==> src/rtl/mux2_sel_arbiter_pkg.sv <==
`default_nettype none
// ----------------------------------------------------------------------------
// mux2_sel_arbiter_pkg : state encoding and mux select constants for the arbiter
// Revision: 1.0
// ----------------------------------------------------------------------------
package mux2_sel_arbiter_pkg;

  typedef enum logic [2:0] {
    ST_IDLE = 3'b001,
    ST_G0   = 3'b010,
    ST_G1   = 3'b100
  } arb_state_e;

  localparam logic SEL_I0 = 1'b0;
  localparam logic SEL_I1 = 1'b1;

  function automatic logic sel_for(input arb_state_e st, input logic cur);
    case (st)
      ST_G0:   sel_for = SEL_I0;
      ST_G1:   sel_for = SEL_I1;
      default: sel_for = cur;
    endcase
  endfunction

endpackage
`default_nettype wire

==> src/rtl/mux2_sel_arbiter_if.sv <==
`default_nettype none
// ----------------------------------------------------------------------------
// mux2_sel_arbiter_if : request/grant/select bundle between requesters and arbiter
// Revision: 1.0
// ----------------------------------------------------------------------------
interface mux2_sel_arbiter_if;
  logic req0;
  logic req1;
  logic gnt0;
  logic gnt1;
  logic s0;
  logic busy;

  modport master (
    output req0,
    output req1,
    input  gnt0,
    input  gnt1,
    input  s0,
    input  busy
  );

  modport slave (
    input  req0,
    input  req1,
    output gnt0,
    output gnt1,
    output s0,
    output busy
  );
endinterface
`default_nettype wire

==> src/rtl/mux2_hold_counter.sv <==
`default_nettype none
// ----------------------------------------------------------------------------
// mux2_hold_counter : saturating grant-length counter with hold-limit comparator
// Revision: 1.0
// ----------------------------------------------------------------------------
module mux2_hold_counter #(
  parameter int HOLD_CYCLES = 4,
  parameter int CNT_W       = 3
) (
  input  wire logic             clk,
  input  wire logic             rst,
  input  wire logic             clr_i,
  input  wire logic             inc_i,
  output logic [CNT_W-1:0]      cnt_o,
  output logic                  hit_o
);

  localparam logic [CNT_W-1:0] C_HIT_VAL = CNT_W'(HOLD_CYCLES - 1);

  logic [CNT_W-1:0] cnt_q;
  logic             hit;

  assign hit   = (cnt_q == C_HIT_VAL);
  assign cnt_o = cnt_q;
  assign hit_o = hit;

  // Saturates at the limit so a lone requester can hold the grant forever.
  always_ff @(posedge clk) begin
    if (rst || clr_i) begin
      cnt_q <= '0;
    end else if (inc_i && !hit) begin
      cnt_q <= cnt_q + CNT_W'(1);
    end
  end

endmodule
`default_nettype wire

==> src/rtl/mux2_sel_arbiter.sv <==
`default_nettype none
// ----------------------------------------------------------------------------
// mux2_sel_arbiter : registered round-robin arbiter driving the 2:1 mux select
// Revision: 1.0
// ----------------------------------------------------------------------------
module mux2_sel_arbiter #(
  parameter int HOLD_CYCLES = 4,
  parameter int CNT_W       = 3
) (
  input wire logic           clk,
  input wire logic           rst,
  mux2_sel_arbiter_if.slave  arb
);

  import mux2_sel_arbiter_pkg::*;

  arb_state_e       state_q;
  arb_state_e       state_d;
  logic             last_gnt_q;
  logic             gnt0_q;
  logic             gnt1_q;
  logic             s0_q;
  logic             busy_q;
  logic [CNT_W-1:0] cnt;
  logic             hit;
  logic             cnt_inc;
  logic             cnt_clr;

  always_comb begin
    state_d = ST_IDLE;
    case (state_q)
      ST_IDLE: begin
        if (arb.req0 && arb.req1) state_d = last_gnt_q ? ST_G0 : ST_G1;
        else if (arb.req0)        state_d = ST_G0;
        else if (arb.req1)        state_d = ST_G1;
        else                      state_d = ST_IDLE;
      end
      ST_G0: begin
        if (!arb.req0)                state_d = arb.req1 ? ST_G1 : ST_IDLE;
        else if (arb.req1 && hit)     state_d = ST_G1;
        else                          state_d = ST_G0;
      end
      ST_G1: begin
        if (!arb.req1)                state_d = arb.req0 ? ST_G0 : ST_IDLE;
        else if (arb.req0 && hit)     state_d = ST_G0;
        else                          state_d = ST_G1;
      end
      default: state_d = ST_IDLE;
    endcase
  end

  // The counter only runs while a grant is kept; any entry or idle clears it.
  assign cnt_inc = (state_d == state_q) && (state_q != ST_IDLE);
  assign cnt_clr = !cnt_inc;

  mux2_hold_counter #(
    .HOLD_CYCLES (HOLD_CYCLES),
    .CNT_W       (CNT_W)
  ) u_hold_counter (
    .clk   (clk),
    .rst   (rst),
    .clr_i (cnt_clr),
    .inc_i (cnt_inc),
    .cnt_o (cnt),
    .hit_o (hit)
  );

  always_ff @(posedge clk) begin
    if (rst) begin
      state_q    <= ST_IDLE;
      last_gnt_q <= 1'b1;
      gnt0_q     <= 1'b0;
      gnt1_q     <= 1'b0;
      s0_q       <= SEL_I0;
      busy_q     <= 1'b0;
    end else begin
      state_q <= state_d;
      gnt0_q  <= (state_d == ST_G0);
      gnt1_q  <= (state_d == ST_G1);
      busy_q  <= (state_d == ST_G0) || (state_d == ST_G1);
      // Select holds its value while idle so the mux output stays put.
      s0_q    <= sel_for(state_d, s0_q);
      if (state_d == ST_G0) last_gnt_q <= 1'b0;
      if (state_d == ST_G1) last_gnt_q <= 1'b1;
    end
  end

  assign arb.gnt0 = gnt0_q;
  assign arb.gnt1 = gnt1_q;
  assign arb.s0   = s0_q;
  assign arb.busy = busy_q;

  logic unused_cnt;
  assign unused_cnt = ^cnt;

endmodule
`default_nettype wire

==> src/flat_wrapper.sv <==
// flat-port wrapper written by rule: the top's interface ports become plain ports
module mux2_sel_arbiter_flat import mux2_sel_arbiter_pkg::*;
#(
  parameter int HOLD_CYCLES = 4,
  parameter int CNT_W       = 3
)
  (clk, rst, arb_req0, arb_req1, arb_gnt0, arb_gnt1, arb_s0, arb_busy);
  mux2_sel_arbiter_if arb_i ();
  input wire logic clk;
  input wire logic rst;
  input wire logic [$bits(arb_i.req0)-1:0] arb_req0;
  input wire logic [$bits(arb_i.req1)-1:0] arb_req1;
  output wire logic [$bits(arb_i.gnt0)-1:0] arb_gnt0;
  output wire logic [$bits(arb_i.gnt1)-1:0] arb_gnt1;
  output wire logic [$bits(arb_i.s0)-1:0] arb_s0;
  output wire logic [$bits(arb_i.busy)-1:0] arb_busy;
  assign arb_i.req0 = arb_req0;
  assign arb_i.req1 = arb_req1;
  assign arb_gnt0 = arb_i.gnt0;
  assign arb_gnt1 = arb_i.gnt1;
  assign arb_s0 = arb_i.s0;
  assign arb_busy = arb_i.busy;
  mux2_sel_arbiter #(.HOLD_CYCLES(HOLD_CYCLES), .CNT_W(CNT_W)) u_core (.clk(clk), .rst(rst), .arb(arb_i));
endmodule
==> config.mk <==
export PLATFORM = sky130hd
export DESIGN_NAME = mux2_sel_arbiter_flat
export DESIGN_NICKNAME = d
export VERILOG_FILES = /design/src/rtl/mux2_sel_arbiter_pkg.sv /design/src/rtl/mux2_sel_arbiter_if.sv /design/src/rtl/mux2_hold_counter.sv /design/src/rtl/mux2_sel_arbiter.sv /design/src/flat_wrapper.sv
export SDC_FILE = /design/constraint.sdc
export NUM_CORES = 1
export LEC_CHECK = 0
export ABC_AREA = 1
export CORE_AREA = 2 2 41 43
export DETAILED_ROUTE_END_ITERATION = 8
export DIE_AREA = 0 0 43 45
export DONT_BUFFER_PORTS = 1
export PLACE_DENSITY_LB_ADDON = 0.05
export SYNTH_ARGS = -nofsm -noshare
export SYNTH_HDL_FRONTEND = slang
export SYNTH_SLANG_ARGS = --single-unit
==> constraint.sdc <==
create_clock -name clk -period 2.5 [get_ports clk]
set_clock_uncertainty 0.2 [all_clocks]
set_input_delay 0.5 -clock clk [delete_from_list [all_inputs] [get_ports clk]]
set_output_delay 0.5 -clock clk [all_outputs]
set_load 0.01 [all_outputs]
### Signal wires by layer, run 1

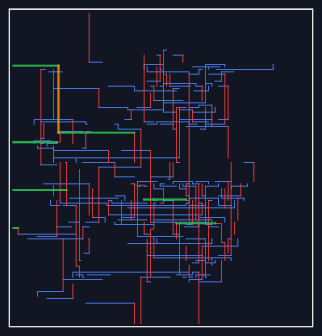
M1: drawn in blue, wire length 533 microns. M3: drawn in green, wire length 43.2 microns. M2: drawn in red, wire length 423 microns. M4: drawn in orange, wire length 9.50 microns.

### Clock routing, run 1

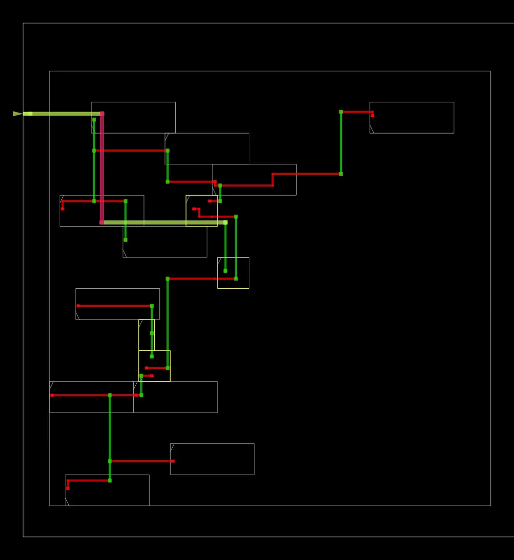
flip-flops: 11
Late-Pin Clk Latency: 0.26 ns

==> impl_summary.log, run 1 <==
[flow] summary of implementation run
[metrics] Largest type area fraction: approximately two fifths
[metrics] area grow syn2layout: 8.04%
[metrics] number of buffers added on ports: 0
[metrics] max-cap viol count: 0
[metrics] starting DRC count in detailed routing: 14
[metrics] largest area contributor in the synthesized netlist: sky130_fd_sc_hd__dfxtp_1
[metrics] Max Fclk: ~0.51 GHz
[metrics] CTS sink count: 11
[metrics] horizontal extent of the die: 43 microns
[metrics] type of the setup path with the least slack: reg2reg
[metrics] total negative slack: 0 ns
[metrics] largest fanout on the critical path: 7
[metrics] Buf+Inv Stages, Crit Path: 0
[metrics] endpoint required time on the critical path: approximately 2.5 ns
[metrics] LEAKAGE: approximately 0.32 nW
[metrics] critical path's top delay family: simple AND/OR/NAND/NOR gates
[metrics] setup repair after global routing missed its margin: no
[metrics] Peak VDD IR: roughly 0.31 mV
[metrics] overall die height: about 45 microns
[metrics] number of standard cells after synthesis: 80
[metrics] routed vias/inst: about 4.8
[metrics] DRC errors left: 0
[metrics] run status: finished clean
[metrics] # H-tree levels: 1
[metrics] net total in the final layout: slightly above 90
[metrics] initial antenna violation count: 0
[metrics] CTS root buffer: sky130_fd_sc_hd__clkbuf_4
[metrics] gp weighted congestion: between 0.8 and 0.9
[metrics] number of antenna cells inserted: 0
[metrics] I/O pin total: 8
[metrics] final critical-path share of the clock period: roughly four fifths
[metrics] per-instance average area after synthesis: approximately 7 sq um
[metrics] Cell Rows: 14
[metrics] critical path capture point type: register
[metrics] largest net degree at the start of global routing: 8
[metrics] cells along the critical path: ha_1, ha_1, nand2_1, o21ai_0, nand2_2, nand3_2, nand2_1, nand2_2, nor2_4, nand3_2, nor2_1, nor2_1
[metrics] Setup crit end: u_core.u_hold_counter.cnt_o[2]
[metrics] overall track demand over capacity in global routing: roughly an eighth
[metrics] clock period minus final worst setup slack: roughly 2.0 ns
[metrics] cell count of the worst reg-to-reg path: 12
[metrics] relative slew slack: about 84%
[metrics] first-pass GRT wire length: roughly 1.8 mm
[metrics] Synth Seq Share: 38.3%
### I/O nets highlighted, run 1

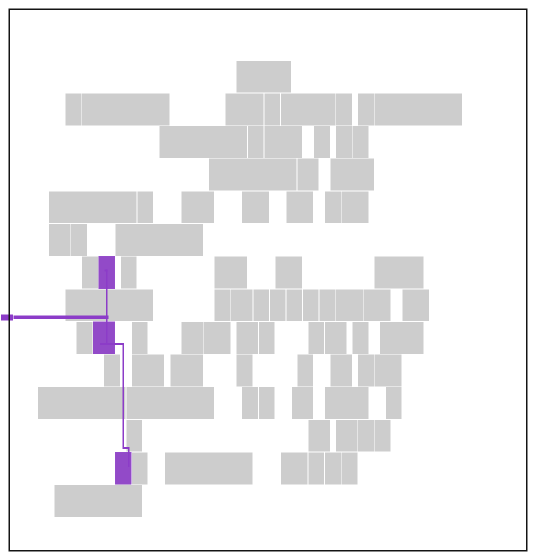
rst: drawn in purple, bits 1, direction input, edge west, end cells 3, wire 26.3 microns.

### Selected gate families, run 1

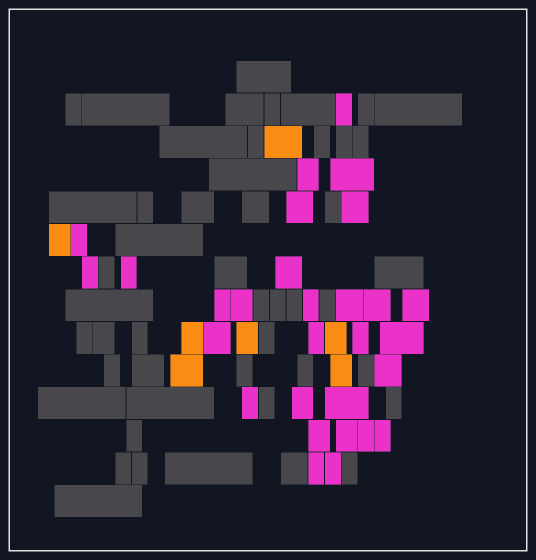
aoi and oai cells: drawn in orange, cells 7. nand cells: drawn in magenta, cells 29.

run 1: cell usage in the layout (no fill, tap or decap), types with 2 or more instances in the layout:
master	n
sky130_fd_sc_hd__inv_1	13
sky130_fd_sc_hd__nand2_1	13
sky130_fd_sc_hd__dfxtp_1	11
sky130_fd_sc_hd__nor2_1	10
sky130_fd_sc_hd__nand3_1	5
sky130_fd_sc_hd__nand2_2	5
sky130_fd_sc_hd__inv_2	3
sky130_fd_sc_hd__nand3_2	3
sky130_fd_sc_hd__o21ai_0	3
sky130_fd_sc_hd__nand4_1	3
sky130_fd_sc_hd__clkbuf_4	3
sky130_fd_sc_hd__a21oi_1	2
sky130_fd_sc_hd__or2_2	2
sky130_fd_sc_hd__ha_1	2
run 1: cell type report:
class	count	area (sq um)
clock buffer	4	26.3
fill	169	850
inverter	16	60.1
multi-input combinational	53	295
sequential	11	220
tap	16	20.0
run 1: registers in the layout, indices dropped and copies added, names as in the netlist:
signal / cells
u_core.u_hold_counter.cnt_o: 3
u_core.arb.busy: 1
u_core.arb.s0: 1
u_core.arb.gnt1: 1
u_core.state_q: 3
u_core.arb.gnt0: 1
u_core.last_gnt_q: 1
run 1: cells in the mapped netlist:
master                      n
sky130_fd_sc_hd__inv_1     13
sky130_fd_sc_hd__nand2_1   13
sky130_fd_sc_hd__dfxtp_1   11
sky130_fd_sc_hd__nor2_1    10
sky130_fd_sc_hd__nand2_2    5
sky130_fd_sc_hd__nand3_1    5
sky130_fd_sc_hd__inv_2      3
sky130_fd_sc_hd__nand3_2    3
sky130_fd_sc_hd__nand4_1    3
sky130_fd_sc_hd__o21ai_0    3
sky130_fd_sc_hd__a21oi_1    2
sky130_fd_sc_hd__ha_1       2
sky130_fd_sc_hd__or2_2      2
sky130_fd_sc_hd__a21oi_2    1
sky130_fd_sc_hd__nor2_4     1
sky130_fd_sc_hd__nor3_1     1
sky130_fd_sc_hd__o211ai_1   1
sky130_fd_sc_hd__xor2_1     1
run 1: through the flow:
step | std cells | power [mW] | worst slack [ns] | instance area (sq um)
2_1_floorplan | 80 | 0.291 | 0.690 | 576
3_3_place_gp | 96 | 0.309 | 0.539 | 596
3_5_place_dp | 96 | 0.308 | 0.529 | 596
4_1_cts | 100 | 0.428 | 0.517 | 622
5_1_grt | 100 | 0.452 | 0.342 | 622
6_report | 100 | 0.422 | 0.527 | 622
run 1: power breakdown:
part / switching (mW) / internal (mW) / leakage (nW) / total, mW
Clock: 0.0559 / 0.0616 / 0.0150 / 0.118
Combinational: 0.0587 / 0.0334 / 0.219 / 0.0920
Sequential: 0.0168 / 0.195 / 0.0904 / 0.212
run 1: routing by layer:
layer	share of wire (%)	vias to the layer above	global-route usage [%]
met5	0	-	0
li1	-	262	-
met2	42	9	17.0
met1	53	202	17.0
met4	0.89	0	7.27
met3	4.3	2	4.40
run 1: logic make-up (layout without fill, tap and decap cells):
logic type	count (synthesis)	in the layout	synth area share, %
AND/OR/NAND/NOR	43	43	38.3
buffers and inverters	16	20	10.4
flip-flops	11	11	38.3
adder cells (fa/ha/maj)	2	2	4.35
AND-OR/OR-AND	7	7	7.17
XOR/XNOR	1	1	1.52
### Clock network drawn from the DEF, run 1

Bar = 10 microns.
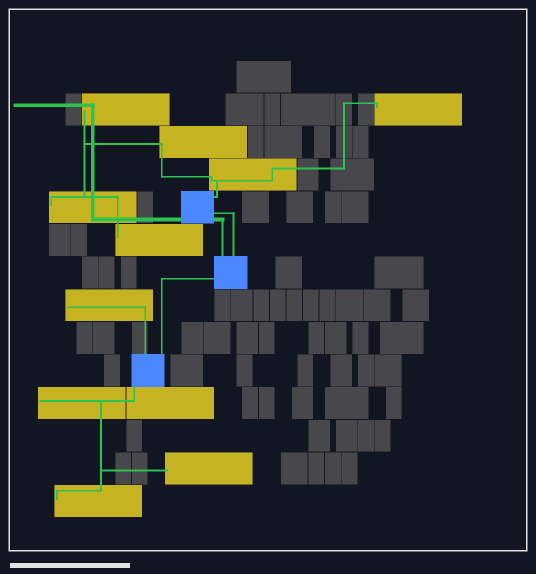

## Run 2: what changed since run 1
Clock period 2.5 ns to 1.8 ns, I/O delays scaled along.
### Clock network drawn from the DEF, run 2

Bar = 10 microns.
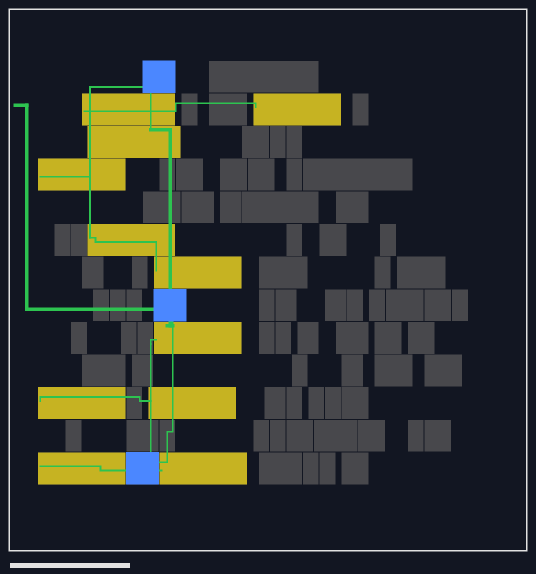
clock wires: drawn in green, length 146 microns. flip-flops: drawn in yellow, count 11. clock-net drivers: drawn in blue, count 3.
There are 4 routed clock nets.

### Signal wires by layer, run 2

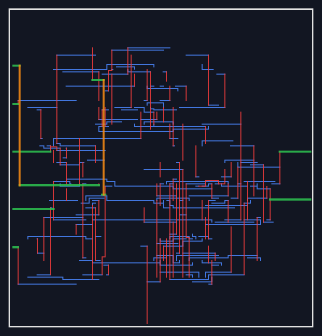
M4: drawn in orange, wire length 33.3 microns. M2: drawn in red, wire length 441 microns. M3: drawn in green, wire length 36.6 microns. M1: drawn in blue, wire length 562 microns.

==> impl_summary.log, run 2 <==
[flow] summary of implementation run
[metrics] setup repair after global routing missed its margin: yes
[metrics] first-pass GRT wire length: roughly 1.8 mm
[metrics] simple-gate share of the synthesized area: a little under two fifths
[metrics] prevailing post-synth register cell: sky130_fd_sc_hd__dfxtp_1
[metrics] Late-Pin Clk Latency: 0.27 ns
[metrics] total global routing overflow: 0
[metrics] Peak VDD IR: slightly below 0.5 mV
[metrics] routed vias/inst: 4.67
[metrics] number of standard cells after synthesis: about 80
[metrics] number of buffers added on ports: 0
[metrics] fraction of registers with async set/reset: 0%
[metrics] type of the setup path with the least slack: reg2reg
[metrics] Adder Area Share: roughly 4.3%
[metrics] critical path capture point type: register
[metrics] max-cap viol count: 0
[metrics] I/O pin total: 8
[metrics] LEAKAGE: 0.356 nW
[metrics] Max Fclk: a little under 0.6 GHz
[metrics] DRC errors left: 0
[metrics] number of enable flip-flop cells: 0
[metrics] CTS sink count: 11
[metrics] fill count: between 150 and 200
[metrics] Cell Rows: 14
[metrics] maximum count of clock buffers along a single path: 2
[metrics] detailed-route via count: roughly 490
[metrics] Largest type area fraction: 38.3%
[metrics] largest net degree at the start of global routing: 8
[metrics] most frequent standard cell in the layout excluding fill and tap cells: sky130_fd_sc_hd__inv_1
[metrics] area grow syn2layout: 24.3%
[metrics] parity-gate share of the synthesized area counting xor and xnor cells: about 1.5%
[metrics] commonest cells in the synthesized netlist: sky130_fd_sc_hd__inv_1, sky130_fd_sc_hd__nand2_1, sky130_fd_sc_hd__dfxtp_1
[metrics] # H-tree levels: 1
[metrics] gp weighted congestion: around 0.75
[metrics] horizontal extent of the die: 43 microns
[metrics] share of synthesized cell area in and-or and or-and compound cells: 7.17%
[metrics] drt wl/cell: between 10 and 15 microns
[metrics] Synth Seq Share: 38.3%
[metrics] number of antenna cells inserted: 0
[metrics] starting DRC count in detailed routing: 14
[metrics] overall die height: 45 microns
[metrics] cells along the critical path: ha_4, ha_4, a21oi_2, nand2_2, nand4_1, nand2_2, nor2_4, nand3_4, nor2_2, nor2_1
[metrics] overall track demand over capacity in global routing: 12.8%
[metrics] largest area contributor in the synthesized netlist: sky130_fd_sc_hd__dfxtp_1
[metrics] dominant kind of combinational cell: simple AND/OR/NAND/NOR gates
[metrics] initial antenna violation count: 0
[metrics] net total in the final layout: 95
[metrics] run status: finished clean
run 2: cell counts after synthesis:
Identical to the previous run, type by type.
run 2: final timing paths:
check / start / to / slack (ns) / cells past startpoint
worst max-delay path: u_core.u_hold_counter.cnt_o[1] / u_core.u_hold_counter.cnt_o[2] / 0.07 / 10
worst min-delay path: rst / u_core.last_gnt_q / 0.03 / 2
worst max register to register: u_core.u_hold_counter.cnt_o[1] / u_core.u_hold_counter.cnt_o[2] / 0.07 / 10
worst min register to register: u_core.u_hold_counter.cnt_o[1] / u_core.u_hold_counter.cnt_o[1] / 0.28 / 2
run 2: cells by family (layout without fill, tap and decap cells):
family                     after synthesis  count (layout)
AOI/OAI and AO/OA                        7               7
adders and majority gates                2               2
buffers and inverters                   16              24
and+or+nand+nor                         43              43
xor gates and xnor gates                 1               1
DFF                                     11              11
run 2: layout make-up:
cell class / instances / area (sq um) / area share (%)
Clock buffer: 4 / 26.3 / 3.67
Multi-Input combinational cell: 53 / 354 / 49.5
Tap cell: 16 / 20.0 / 2.80
Timing Repair Buffer: 4 / 32.5 / 4.55
Inverter: 16 / 60.1 / 8.39
Sequential cell: 11 / 223 / 31.1
run 2: metrics by stage:
step                area (sq um)  total power [mW]  setup TNS (ns)  cells  setup slack (ns)
global placement             621             0.436         -0.0742     99           -0.0544
floorplan                    578             0.405               0     80            0.0407
finish                       716             0.610               0    104            0.0728
detailed placement           621             0.435         -0.0496     99           -0.0414
CTS                          688             0.608               0    104           0.00196
global route                 716             0.651          -0.113    104           -0.0575
run 2: timing repair:
item | in CTS | in global routing
pin swaps | 7 | 12
endpoints found under the setup margin | 2 | 2
endpoints found under the hold margin | 2 | 0
gates resized | 8 | 8
hold buffers | 1 | 0
run 2: layer usage:
metal / vias to the layer above / part of all wire (%) / global-route usage (%)
li1: 268 / - / -
met5: - / 0 / 0
met2: 9 / 41 / 17.0
met4: 0 / 3.1 / 12.7
met1: 205 / 52 / 17.7
met3: 4 / 3.4 / 1.20
run 2: worst max-delay path: cells and delay by family (launching register included):
| kind | cells | cell delay, ns |
|---|---|---|
| simple gates | 7 | 0.60 |
| fa+ha+maj | 2 | 0.34 |
| compound gates | 1 | 0.15 |
| flops | 1 | 0.34 |
run 2: power breakdown:
part	total, mW	leakage, nW	switching, mW	internal [mW]
clock network	0.163	0.0150	0.0773	0.0858
logic	0.151	0.249	0.0901	0.0606
registers	0.296	0.0914	0.0245	0.272
total	0.610	0.356	0.192	0.418
### Selected gate families, run 2

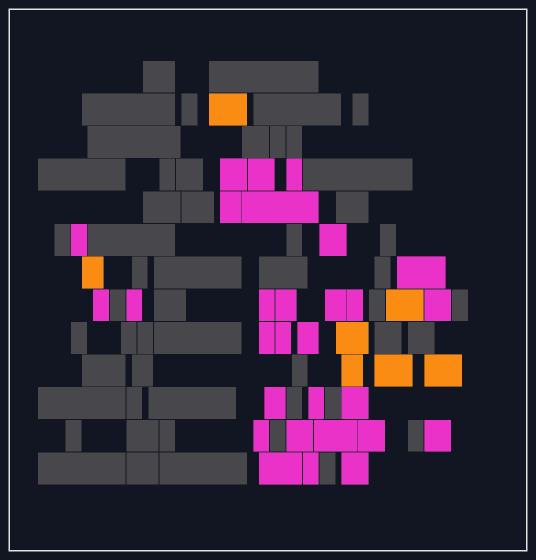

## Run 3: what changed since run 2
Settings changed: CORE_AREA 2 2 41 43 to 3 3 42 44, DIE_AREA 0 0 43 45 to 0 0 45 47, MAX_ROUTING_LAYER set to met4.
### Selected gate families, run 3

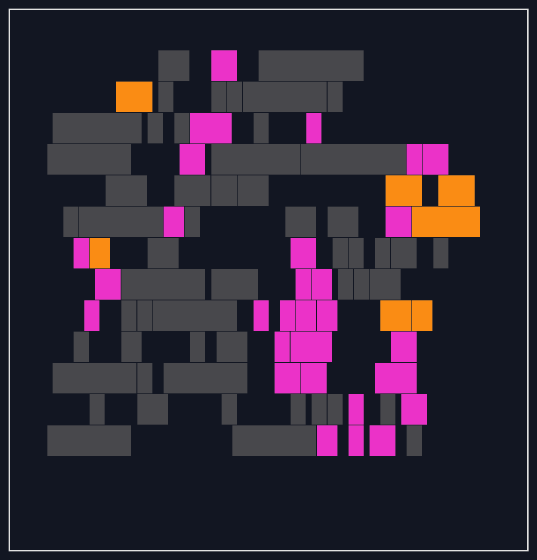
aoi and oai cells: drawn in orange, cells 7. nand cells: drawn in magenta, cells 29.

### Clock network drawn from the DEF, run 3

Bar = 10 microns.
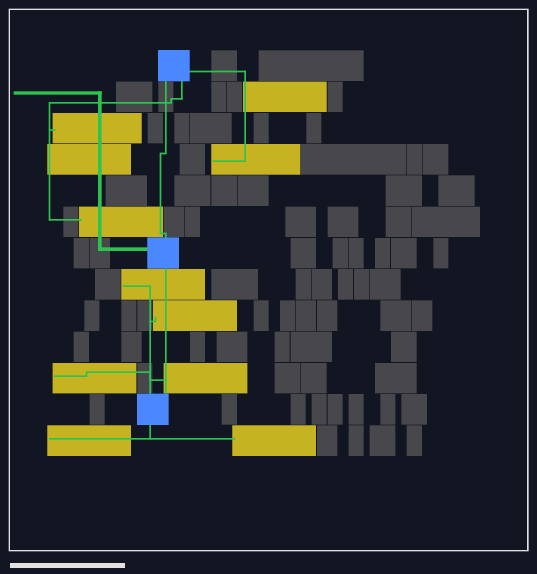
flip-flops: drawn in yellow, count 11. clock-net drivers: drawn in blue, count 3. clock wires: drawn in green, length 146 microns.
There are 4 routed clock nets.

==> impl_summary.log, run 3 <==
[flow] summary of implementation run
[metrics] Cell Rows: 14
[metrics] combinational power share: around 26%
[metrics] first-pass GRT wire length: ~2.1 mm
[metrics] largest net degree at the start of global routing: 8
[metrics] sw power: between 0.15 and 0.2 mW
[metrics] total global routing overflow: 0
[metrics] area grow syn2layout: 25.7%
[metrics] type of the setup path with the least slack: reg2reg
[metrics] Min-Delay Path Depth: 2
[metrics] DRC errors left: 0
[metrics] CTS sink count: 11
[metrics] starting DRC count in detailed routing: 7
[metrics] relative slew slack: a little over four fifths
[metrics] cells along the critical path: ha_4, ha_4, nand2_2, o21ai_2, nand2_2, nand3_2, nand2_2, nand2_2, nor2_4, nand3_2, nor2_1, nor2_1
[metrics] switching share of power: a little under a third
[metrics] cell count of the worst reg-to-reg path: 12
[metrics] gp weighted congestion: around 0.76
[metrics] number of buffers added on ports: 0
[metrics] design internal power: 0.421 mW
[metrics] fraction of power consumed by the clock network: 26.4%
[metrics] Max Fclk: between 0.5 and 0.6 GHz
[metrics] I/O pin total: 8
[metrics] initial antenna violation count: 0
[metrics] largest fanout on the critical path: 4
[metrics] overall track demand over capacity in global routing: ~14%
[metrics] Largest type area fraction: a little under two fifths
[metrics] run status: finished clean
[metrics] Top Layout Cells: sky130_fd_sc_hd__inv_1, sky130_fd_sc_hd__nand2_1, sky130_fd_sc_hd__nor2_1, sky130_fd_sc_hd__dfxtp_1, sky130_fd_sc_hd__nand2_2
[metrics] fraction of registers with async set/reset: 0%
[metrics] routed vias/inst: between 4 and 5
[metrics] Late-Pin Clk Latency: roughly 0.26 ns
[metrics] detailed-route via count: approximately 500
[metrics] final critical-path share of the clock period: approximately 97%
[metrics] largest area contributor in the synthesized netlist: sky130_fd_sc_hd__dfxtp_1
[metrics] critical path capture point type: register
[metrics] max-cap viol count: 0
[metrics] overall die height: roughly 47 microns
[metrics] total negative slack: 0 ns
-- run 3: cell counts after synthesis --
No cell type changed its count.
-- run 3: cell families (layout without fill, tap and decap cells) --
family	count (synthesis)	count (layout)	synth area share, %
buf+inv	16	26	10.4
xor+xnor	1	1	1.52
compound gates	7	7	7.17
fa+ha+maj	2	2	4.35
simple gates	43	43	38.3
flops	11	11	38.3
-- run 3: worst paths after layout --
| check | start | to | slack [ns] |
|---|---|---|---|
| min | rst | u_core.last_gnt_q | 0.03 |
| max | u_core.u_hold_counter.cnt_o[0] | u_core.u_hold_counter.cnt_o[2] | 0.06 |
| min reg2reg | u_core.u_hold_counter.cnt_o[1] | u_core.u_hold_counter.cnt_o[1] | 0.28 |
| max reg2reg | u_core.u_hold_counter.cnt_o[0] | u_core.u_hold_counter.cnt_o[2] | 0.06 |
-- run 3: critical path, delay by kind of cell (launching register included) --
kind	cells	cell delay, ns
simple gates	9	0.72
flops	1	0.34
fa+ha+maj	2	0.33
compound gates	1	0.05
-- run 3: cell type report --
type | count | area (sq um)
flip-flops and latches | 11 | 223
clock buffers | 4 | 26.3
fillers | 165 | 748
multi-input cells | 53 | 347
inverters | 16 | 60.1
repair buffers | 6 | 47.5
well taps | 16 | 20.0
-- run 3: timing repair --
item / in CTS / in global routing
hold endpoints to repair: 2 / 0
pin swaps: 8 / 7
hold buffers: 1 / 0
setup endpoints to repair: 2 / 4
buffers inserted: 1 / 1
gates resized: 8 / 6
-- run 3: per-layer routing --
metal  global-route usage, %  vias up  wire [microns]
met1                    19.3      226             601
met4                    10.5        0              13
met5                       -        -               0
met2                    19.8       11             572
li1                        -      270               -
met3                    1.53        2              52
-- run 3: power groups by stage --
stage | Clock (mW) | Combinational (mW) | Sequential, mW
finish | 0.163 | 0.157 | 0.297
global route | 0.181 | 0.177 | 0.301
CTS | 0.172 | 0.150 | 0.297
detailed placement | 0 | 0.140 | 0.300
global placement | 0 | 0.140 | 0.300
floorplan | 0 | 0.110 | 0.295
-- run 3: through the flow --
step	utilization, %	cells
floorplan	-	80
finish	49.1	106
global route	49.1	106
detailed placement	42.2	99
global placement	42.2	99
CTS	47.1	105
No activity file was given, so power comes from the tool's default toggle rates.
